<file path="src/rtl/stack_ctrl_if.sv">
// rtl/stack_ctrl_if.sv - command, response and stack-memory signals of the operand-stack sequencer
interface stack_ctrl_if #(
  parameter int DEPTH_BITS = 16
) ();

  // Command channel from decode/execute
  logic                  cmd_valid;
  logic                  cmd_ready;
  logic [2:0]            cmd_op;
  logic [31:0]           cmd_value;

  // Response channel back to execute
  logic                  rsp_valid;
  logic [31:0]           rsp_a;
  logic [31:0]           rsp_b;
  logic                  rsp_error;

  // Current stack occupancy
  logic [DEPTH_BITS:0]   depth;

  // Stack memory transaction port
  logic                  mem_push;
  logic                  mem_trigger;
  logic [31:0]           mem_write_value;
  logic [31:0]           mem_read_value;
  logic                  mem_done;

  // Sequencer side
  modport slave (
    input  cmd_valid,
    input  cmd_op,
    input  cmd_value,
    input  mem_read_value,
    input  mem_done,
    output cmd_ready,
    output rsp_valid,
    output rsp_a,
    output rsp_b,
    output rsp_error,
    output depth,
    output mem_push,
    output mem_trigger,
    output mem_write_value
  );

  // Execute stage / memory side
  modport master (
    output cmd_valid,
    output cmd_op,
    output cmd_value,
    output mem_read_value,
    output mem_done,
    input  cmd_ready,
    input  rsp_valid,
    input  rsp_a,
    input  rsp_b,
    input  rsp_error,
    input  depth,
    input  mem_push,
    input  mem_trigger,
    input  mem_write_value
  );

endinterface

</file>
<file path="src/rtl/stack_ctrl.sv">
// rtl/stack_ctrl.sv - operand-stack sequencer splitting stack commands into single memory push/pop transactions
module stack_ctrl #(
  parameter int DEPTH_BITS = 16
) (
  input  logic         clk,
  input  logic         rst_n,
  stack_ctrl_if.slave  bus
);

  typedef enum logic [2:0] {
    S_IDLE   = 3'd0,
    S_POP_A  = 3'd1,
    S_POP_B  = 3'd2,
    S_PUSH_1 = 3'd3,
    S_PUSH_2 = 3'd4,
    S_RESP   = 3'd5
  } state_t;

  localparam logic [2:0] OP_PUSH = 3'b001;
  localparam logic [2:0] OP_POP  = 3'b010;
  localparam logic [2:0] OP_DUP  = 3'b011;
  localparam logic [2:0] OP_SWAP = 3'b100;
  localparam logic [2:0] OP_POP2 = 3'b101;

  // Full-stack count: one more bit than the address so a full stack is representable
  localparam logic [DEPTH_BITS:0] CAPACITY = {1'b1, {DEPTH_BITS{1'b0}}};

  state_t                r_state;
  state_t                w_next;
  logic [2:0]            r_op;
  logic [31:0]           r_value;
  logic [31:0]           r_a;
  logic [31:0]           r_b;
  logic                  r_err;
  logic                  r_trig;
  logic [DEPTH_BITS:0]   r_depth;

  logic                  w_ready;
  logic                  w_accept;
  logic                  w_illegal;
  logic                  w_done;
  logic                  w_has1;
  logic                  w_has2;
  logic                  w_room;
  logic                  w_is_push_state;
  logic                  w_is_pop_state;
  logic                  w_next_is_micro;
  logic [31:0]           w_write_value;

  // Ready only while idle and out of reset
  assign w_ready  = (r_state == S_IDLE) && rst_n;
  assign w_accept = bus.cmd_valid && w_ready;

  // The cycle carrying the trigger pulse never counts as completion
  assign w_done   = bus.mem_done && !r_trig;

  assign w_has1   = (r_depth != '0);
  assign w_has2   = (r_depth >= (DEPTH_BITS+1)'(2));
  assign w_room   = (r_depth < CAPACITY);

  assign w_is_push_state = (r_state == S_PUSH_1) || (r_state == S_PUSH_2);
  assign w_is_pop_state  = (r_state == S_POP_A)  || (r_state == S_POP_B);
  assign w_next_is_micro = (w_next == S_POP_A)  || (w_next == S_POP_B) ||
                           (w_next == S_PUSH_1) || (w_next == S_PUSH_2);

  // Next-state decode: legality at accept, then walk the micro-op sequence of the latched op
  always_comb begin
    w_next    = r_state;
    w_illegal = 1'b0;
    case (r_state)
      S_IDLE: begin
        if (w_accept) begin
          case (bus.cmd_op)
            OP_PUSH: begin
              if (w_room) w_next = S_PUSH_1;
              else begin
                w_next    = S_RESP;
                w_illegal = 1'b1;
              end
            end
            OP_POP: begin
              if (w_has1) w_next = S_POP_A;
              else begin
                w_next    = S_RESP;
                w_illegal = 1'b1;
              end
            end
            OP_DUP: begin
              if (w_has1 && w_room) w_next = S_POP_A;
              else begin
                w_next    = S_RESP;
                w_illegal = 1'b1;
              end
            end
            OP_SWAP, OP_POP2: begin
              if (w_has2) w_next = S_POP_A;
              else begin
                w_next    = S_RESP;
                w_illegal = 1'b1;
              end
            end
            default: w_next = S_RESP;
          endcase
        end
      end
      S_POP_A: begin
        if (w_done) begin
          case (r_op)
            OP_POP2, OP_SWAP: w_next = S_POP_B;
            OP_DUP:           w_next = S_PUSH_1;
            default:          w_next = S_RESP;
          endcase
        end
      end
      S_POP_B: begin
        if (w_done) begin
          if (r_op == OP_SWAP) w_next = S_PUSH_1;
          else                 w_next = S_RESP;
        end
      end
      S_PUSH_1: begin
        if (w_done) begin
          if (r_op == OP_PUSH) w_next = S_RESP;
          else                 w_next = S_PUSH_2;
        end
      end
      S_PUSH_2: begin
        if (w_done) w_next = S_RESP;
      end
      S_RESP:  w_next = S_IDLE;
      default: w_next = S_IDLE;
    endcase
  end

  // Push data: PUSH writes the latched command value, DUP writes a twice, SWAP writes a then b
  always_comb begin
    w_write_value = '0;
    case (r_state)
      S_PUSH_1: w_write_value = (r_op == OP_PUSH) ? r_value : r_a;
      S_PUSH_2: w_write_value = (r_op == OP_SWAP) ? r_b : r_a;
      default:  w_write_value = '0;
    endcase
  end

  // State register plus the one-cycle trigger raised on entry to any micro-op state
  always_ff @(posedge clk or negedge rst_n) begin
    if (!rst_n) begin
      r_state <= S_IDLE;
      r_trig  <= 1'b0;
    end else begin
      r_state <= w_next;
      r_trig  <= w_next_is_micro && (w_next != r_state);
    end
  end

  // Command capture at accept; the error flag describes the command currently finishing
  always_ff @(posedge clk or negedge rst_n) begin
    if (!rst_n) begin
      r_op    <= '0;
      r_value <= '0;
      r_err   <= 1'b0;
    end else if (w_accept) begin
      r_op    <= bus.cmd_op;
      r_value <= bus.cmd_value;
      r_err   <= w_illegal;
    end
  end

  // Popped operands, kept until the next pop overwrites them
  always_ff @(posedge clk or negedge rst_n) begin
    if (!rst_n) begin
      r_a <= '0;
      r_b <= '0;
    end else if (w_done) begin
      if (r_state == S_POP_A) r_a <= bus.mem_read_value;
      if (r_state == S_POP_B) r_b <= bus.mem_read_value;
    end
  end

  // Occupancy follows completed transactions; legality precheck keeps it in range
  always_ff @(posedge clk or negedge rst_n) begin
    if (!rst_n) begin
      r_depth <= '0;
    end else if (w_done) begin
      if (w_is_push_state)     r_depth <= r_depth + 1'b1;
      else if (w_is_pop_state) r_depth <= r_depth - 1'b1;
    end
  end

  assign bus.cmd_ready       = w_ready;
  assign bus.rsp_valid       = (r_state == S_RESP);
  assign bus.rsp_error       = (r_state == S_RESP) && r_err;
  assign bus.rsp_a           = r_a;
  assign bus.rsp_b           = r_b;
  assign bus.depth           = r_depth;
  assign bus.mem_trigger     = r_trig;
  assign bus.mem_push        = w_is_push_state;
  assign bus.mem_write_value = w_write_value;

endmodule

</file>
<file path="src/flat_wrapper.sv">
// flat-port wrapper written by rule: the top's interface ports become plain ports
module stack_ctrl_flat 
#(
  parameter int DEPTH_BITS = 16
)
  (clk, rst_n, bus_cmd_valid, bus_cmd_op, bus_cmd_value, bus_mem_read_value, bus_mem_done, bus_cmd_ready, bus_rsp_valid, bus_rsp_a, bus_rsp_b, bus_rsp_error, bus_depth, bus_mem_push, bus_mem_trigger, bus_mem_write_value);
  stack_ctrl_if #(.DEPTH_BITS(DEPTH_BITS)) bus_i ();
  input  logic clk;
  input  logic rst_n;
  input wire logic [$bits(bus_i.cmd_valid)-1:0] bus_cmd_valid;
  input wire logic [$bits(bus_i.cmd_op)-1:0] bus_cmd_op;
  input wire logic [$bits(bus_i.cmd_value)-1:0] bus_cmd_value;
  input wire logic [$bits(bus_i.mem_read_value)-1:0] bus_mem_read_value;
  input wire logic [$bits(bus_i.mem_done)-1:0] bus_mem_done;
  output wire logic [$bits(bus_i.cmd_ready)-1:0] bus_cmd_ready;
  output wire logic [$bits(bus_i.rsp_valid)-1:0] bus_rsp_valid;
  output wire logic [$bits(bus_i.rsp_a)-1:0] bus_rsp_a;
  output wire logic [$bits(bus_i.rsp_b)-1:0] bus_rsp_b;
  output wire logic [$bits(bus_i.rsp_error)-1:0] bus_rsp_error;
  output wire logic [$bits(bus_i.depth)-1:0] bus_depth;
  output wire logic [$bits(bus_i.mem_push)-1:0] bus_mem_push;
  output wire logic [$bits(bus_i.mem_trigger)-1:0] bus_mem_trigger;
  output wire logic [$bits(bus_i.mem_write_value)-1:0] bus_mem_write_value;
  assign bus_i.cmd_valid = bus_cmd_valid;
  assign bus_i.cmd_op = bus_cmd_op;
  assign bus_i.cmd_value = bus_cmd_value;
  assign bus_i.mem_read_value = bus_mem_read_value;
  assign bus_i.mem_done = bus_mem_done;
  assign bus_cmd_ready = bus_i.cmd_ready;
  assign bus_rsp_valid = bus_i.rsp_valid;
  assign bus_rsp_a = bus_i.rsp_a;
  assign bus_rsp_b = bus_i.rsp_b;
  assign bus_rsp_error = bus_i.rsp_error;
  assign bus_depth = bus_i.depth;
  assign bus_mem_push = bus_i.mem_push;
  assign bus_mem_trigger = bus_i.mem_trigger;
  assign bus_mem_write_value = bus_i.mem_write_value;
  stack_ctrl #(.DEPTH_BITS(DEPTH_BITS)) u_core (.clk(clk), .rst_n(rst_n), .bus(bus_i));
endmodule
</file>
<file path="config.mk">
export PLATFORM = sky130hd
export DESIGN_NAME = stack_ctrl_flat
export DESIGN_NICKNAME = d
export VERILOG_FILES = /design/src/rtl/stack_ctrl_if.sv /design/src/rtl/stack_ctrl.sv /design/src/flat_wrapper.sv
export SDC_FILE = /design/constraint.sdc
export NUM_CORES = 1
export LEC_CHECK = 0
export ABC_AREA = 1
export CORE_MARGIN = 1.5
export CORE_UTILIZATION = 35
export CTS_BUF_LIST = sky130_fd_sc_hd__clkbuf_4
export CTS_CLUSTER_SIZE = 8
export DETAILED_ROUTE_END_ITERATION = 16
export PLACE_DENSITY_LB_ADDON = 0.15
export RECOVER_POWER = 25
export SETUP_SLACK_MARGIN = 0.15
export SLEW_MARGIN = 5
export SYNTH_ARGS = -nofsm -noshare
export SYNTH_HDL_FRONTEND = slang
export SYNTH_SLANG_ARGS = --single-unit
</file>
<file path="constraint.sdc">
create_clock -name clk -period 2.9 [get_ports clk]
set_input_delay 0.725 -clock clk [delete_from_list [all_inputs] [get_ports clk]]
set_output_delay 0.725 -clock clk [all_outputs]
set_load 0.005 [all_outputs]
</file>
==> impl_metrics.json, run 1 <==
{
  "start_kind": "flip-flop",
  "ys_area_mm2": 0.00665,
  "ys_warn_count": 0,
  "path_cells": "inv_2 -> nand2_2 -> nor2_4 -> inv_6 -> buf_12 -> a21oi_1 -> o21ai_0 -> o21ai_1 -> clkdlybuf4s15_1",
  "setup_tns_ns": 0,
  "crit_fanout": 14,
  "maxPowerGroup": "combinational cells",
  "p_comb_frac": 0.585,
  "power.share.sequential": 0.282,
  "violations": "max-capacitance violations, max-slew violations",
  "rows": 50,
  "min_delay_path_depth": 2,
  "design_area_mm2": 0.00954,
  "flop-count": 121,
  "netlist_instances": 919,
  "inv_count": 96,
  "rsz0062_at_grt": "true",
  "ys_seq_frac": 0.455,
  "coreArea_mm2": 0.0186,
  "maxCapViolations": 1,
  "grtUsageMet1": 0.298,
  "hp-class": "reg2reg",
  "synth_cell_types": 29,
  "worstHoldEndpoint": "u_core.r_value[30]$_DFFE_PN0P_",
  "busiest_layer": "met2",
  "setup_viol": 0,
  "grt_overflow": 0,
  "critPathSlowestCell": "dfrtp_1",
  "layout-drive-gt1-share": 0.135,
  "crit_required_ns": 2.17,
  "die_area_mm2": 0.0198,
  "insertion_delay_ns": 0.55,
  "wl_met1_um": 10300,
  "path_clk_slew_ns": 0.12,
  "fin_crit_sh": 0.943,
  "comb_share": 0.331,
  "diodes": 2,
  "p_int_mw": 6.32,
  "avgViaCountPerCell": 4.88,
  "final_cell_mix": "nand2_1, clkdlybuf4s50_1, dfrtp_1",
  "finalPower_mw": 11.2,
  "path_class": "reg2out",
  "reg2regPathDepth": 14,
  "clock_area_frac": 0.0370,
  "drv_slew": 122,
  "place_hpwl_um": 14800,
  "status": "finished, violations left",
  "finClkSkew_ns": 0.0160
}
[run 1: synth_stat cells (all sizes together) (6+ instances only)]
library cell  number  area, um2
nor2              67        269
buf               19       88.8
xnor2              6       52.6
nand2            288       1090
o21ai            149        746
nand3             57        290
clkbuf            28        105
a21oi             50        250
inv               95        357
dfrtp            121       3030
ha                15        188
[run 1: kinds of logic after synthesis]
logic type,share of synthesized area
simple gates,0.262
flops,0.455
buf+inv,0.0828
fa+ha+maj,0.0312
xor+xnor,0.0132
compound gates,0.155
[run 1: what timing repair did]
item	CTS	global route
pin swaps	4	8
hold endpoints to repair	0	0
resized	119	80
setup buffers	13	6
endpoints found under the setup margin	35	43
gates cloned	3	6
### Signal wires on met4, run 1

Supply wires on this layer in grey. Cells faint in the background.
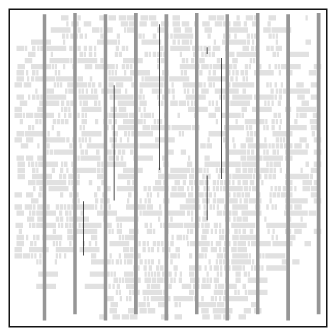
share of all routed wire: 0.96%
wire length on this layer: 216 um
longest straight run: 64.6 um
main direction: vertical

### Metal 3, run 1

Bar = 50 um. Cells faint in the background.
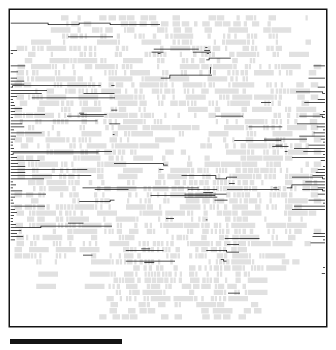
main direction: horizontal
share of all routed wire: 6.5%

### Signal wires on met1, run 1

Supply wires on this layer in grey.
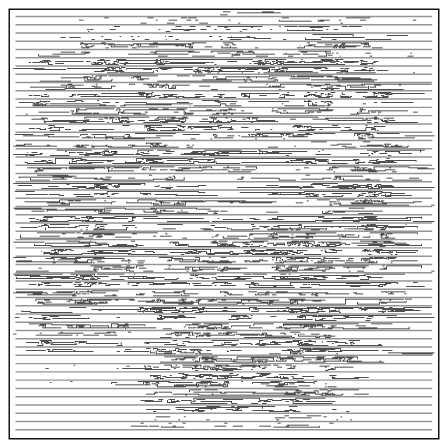
longest straight run: 43.2 um
share of all routed wire: 46%
main direction: horizontal

==> run 1 -> run 2 <==
CAP_MARGIN = 20   (was unset)
### Metal 3, run 2

Bar = 50 um. Cells faint in the background.
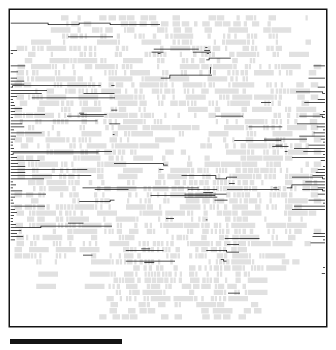
GR Util met3: 0.0523
total number of vias: 6722

==> run 2 against run 1 <==
- the flow still finishes with violations (max-capacitance violations, max-slew violations)
- synthesized area is the same
- cell area is the same
- combinational power is essentially flat
- critical path depth is the same
- via count is the same
==> impl_metrics.json, run 2 <==
{
  "setup_viol": 0,
  "critPathSlowestCell": "dfrtp_1",
  "path_class": "reg2out",
  "synth_cell_types": 29,
  "cts_resized": 119,
  "violations": "max-capacitance violations, max-slew violations",
  "path_cells": "inv_2 -> nand2_2 -> nor2_4 -> inv_6 -> buf_12 -> a21oi_1 -> o21ai_0 -> o21ai_1 -> clkdlybuf4s15_1",
  "finClkSkew_ns": 0.0160,
  "coreArea_mm2": 0.0186,
  "ys_sh_adder": 0.0312,
  "layout-drive-gt1-share": 0.135,
  "reg2regPathDepth": 14,
  "insertion_delay_ns": 0.55,
  "hp-class": "reg2reg",
  "drv_slew": 122,
  "worstHoldEndpoint": "u_core.r_value[30]$_DFFE_PN0P_",
  "busiest_layer": "met2",
  "grtUsageMet1": 0.298,
  "status": "finished, violations left",
  "ys_warn_count": 0,
  "synth_top_cell_by_area": "dfrtp_1",
  "crit_required_ns": 2.17,
  "maxPowerGroup": "combinational cells",
  "top_cell": "nand2_1",
  "ys_seq_frac": 0.455,
  "topCellsByArea": "dfrtp_1, nand2_1, o21ai_0",
  "ys_area_mm2": 0.00665,
  "top_cell_area_share": 0.455,
  "maxCapViolations": 1,
  "rsz0062_at_grt": "true",
  "start_kind": "flip-flop",
  "grt_overflow": 0,
  "post-cts-setup-buffer-count": 13,
  "power.share.sequential": 0.282,
  "mux_area_frac": 0,
  "ys_top_logic_family": "simple AND/OR/NAND/NOR gates",
  "ys_sh_aoi": 0.155,
  "crit_fanout": 14,
  "avgViaCountPerCell": 4.88
}
## run 2: through the flow
stage,instance area (um2),power (mW),setup slack [ns]
final,9540,11.2,0.165
after global routing,9540,12.1,0.0690
after CTS,9370,10.9,0.0528
after detailed placement,8830,9.04,0.151
after global placement,8830,9.00,0.204
after floorplan,6650,6.43,0.386
## run 2: final cells by class
cell class | instances | area (um2)
clock inverter | 15 | 225
inverter | 95 | 365
timing repair buffer | 237 | 2320
tap | 234 | 293
sequential | 121 | 3030
multi-input combinational | 656 | 3160
antenna | 2 | 5.00
clock buffer | 17 | 128
fill | 1870 | 9100
timing repair inverter | 1 | 7.51
## run 2: tightest hold or removal path, delay by kind of cell (launching register included)
kind	cells	cell delay, ns
and+or+nand+nor	2	0.10
DFF	1	0.36
==> run 2 -> run 3 <==
CORE_UTILIZATION = 40   (was 35)
### M2 wires, run 3

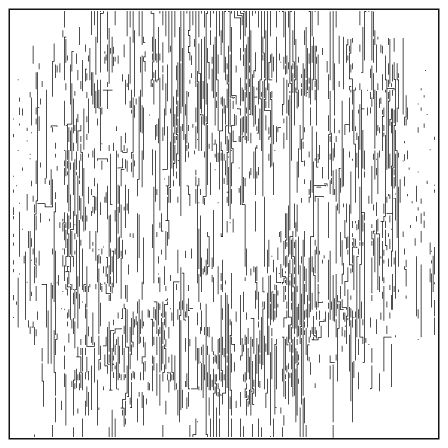
share of all routed wire: 46%
main direction: vertical
nets with wire on the layer: 935
longest straight run: 53.7 um
wire length on this layer: 9880 um

==> run 3 against run 2 <==
- the run still ends with max-capacitance violations, max-slew violations left
- register-to-register slack got worse by 0.03 ns
- worst setup slack improved by 0.028 ns
- core utilization rose by 6.8 points
- cell area fell by 2.5%
- count of clock-buffer cells in the layout rose by 1
- sequential share of layout area rose by 0.82 points
- critical path type unchanged
- largest power group unchanged
- highest routed layer unchanged
==> impl_metrics.json, run 3 <==
{
  "tapCellCount": 216,
  "finalPower_mw": 10.7,
  "ys_area_mm2": 0.00665,
  "regArea_mm2": 0.00303,
  "grtUsageMet1": 0.317,
  "maxCapViolations": 1,
  "grtUsageMet3": 0.0557,
  "synth_cell_types": 29,
  "cts_resized": 106,
  "critPathSlowestCell": "dfrtp_1",
  "design_area_mm2": 0.00930,
  "mux_area_frac": 0,
  "path_cells": "inv_2 -> nand2_2 -> nor2_4 -> inv_4 -> clkbuf_16 -> a21oi_1 -> o21ai_0 -> o21ai_1 -> buf_2",
  "route.vias.total": 6767,
  "flop-count": 121,
  "diodes": 1,
  "combGateArea_mm2": 0.00325,
  "drv_slew": 122,
  "status": "finished, violations left",
  "bufAreaShareNonClock": 0.230,
  "maxPowerGroup": "combinational cells",
  "hp-class": "reg2reg",
  "nMultiInputCombCells": 656,
  "reg2regPathDepth": 17,
  "violations": "max-capacitance violations, max-slew violations",
  "postPlaceCellArea_mm2": 0.00883
}
[run 3: cell types whose count changed in the layout (fill, tap and decap cells not counted), sizes merged, moves of 2 or more]
cell,delta
clkinvlp,-4
clkdlybuf4s15,+2
bufinv,-3
clkinv,+5
dlygate4sd2,-2
clkbuf,-10
clkdlybuf4s50,+2
[run 3: how the worst min path moves through the flow]
stage / to / cells past startpoint
5_1_grt: u_core.r_value[3]$_DFFE_PN0P_ / 2
2_1_floorplan: u_core.bus.depth[0]$_DFFE_PN0P_ / 0
3_3_place_gp: u_core.r_value[3]$_DFFE_PN0P_ / 2
6_report: u_core.r_value[22]$_DFFE_PN0P_ / 2
4_1_cts: u_core.bus.depth[13]$_DFFE_PN0P_ / 2
3_5_place_dp: u_core.r_value[11]$_DFFE_PN0P_ / 2

==> notes/layouts.md <==
Pictures saved along the way, in no particular order.

Clock wiring as the flow saved it.
Plate I
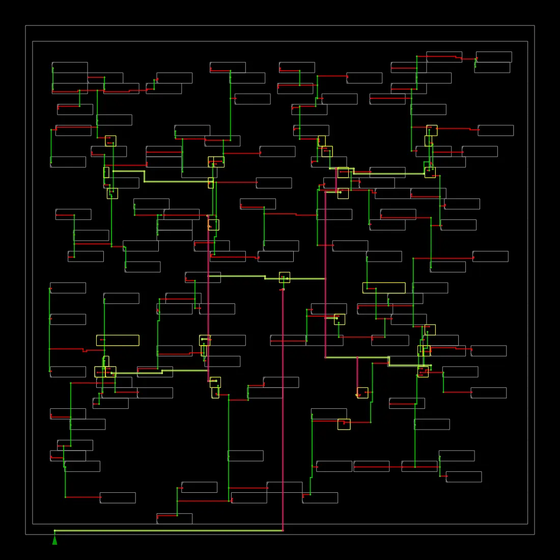
Plate II
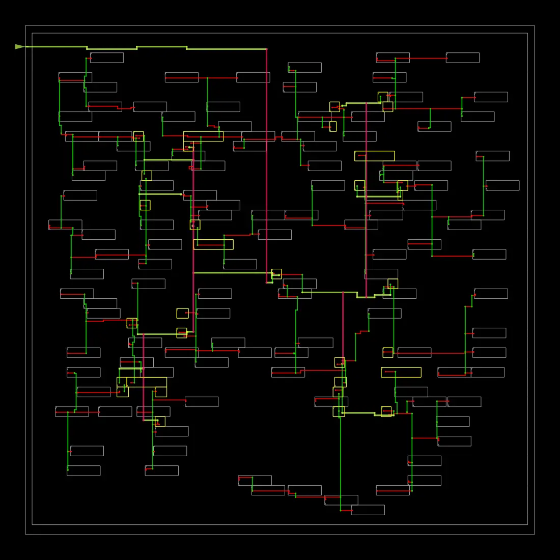
run 3: Plate I
run 2: Plate II

Power and IR drop assume default switching activity.
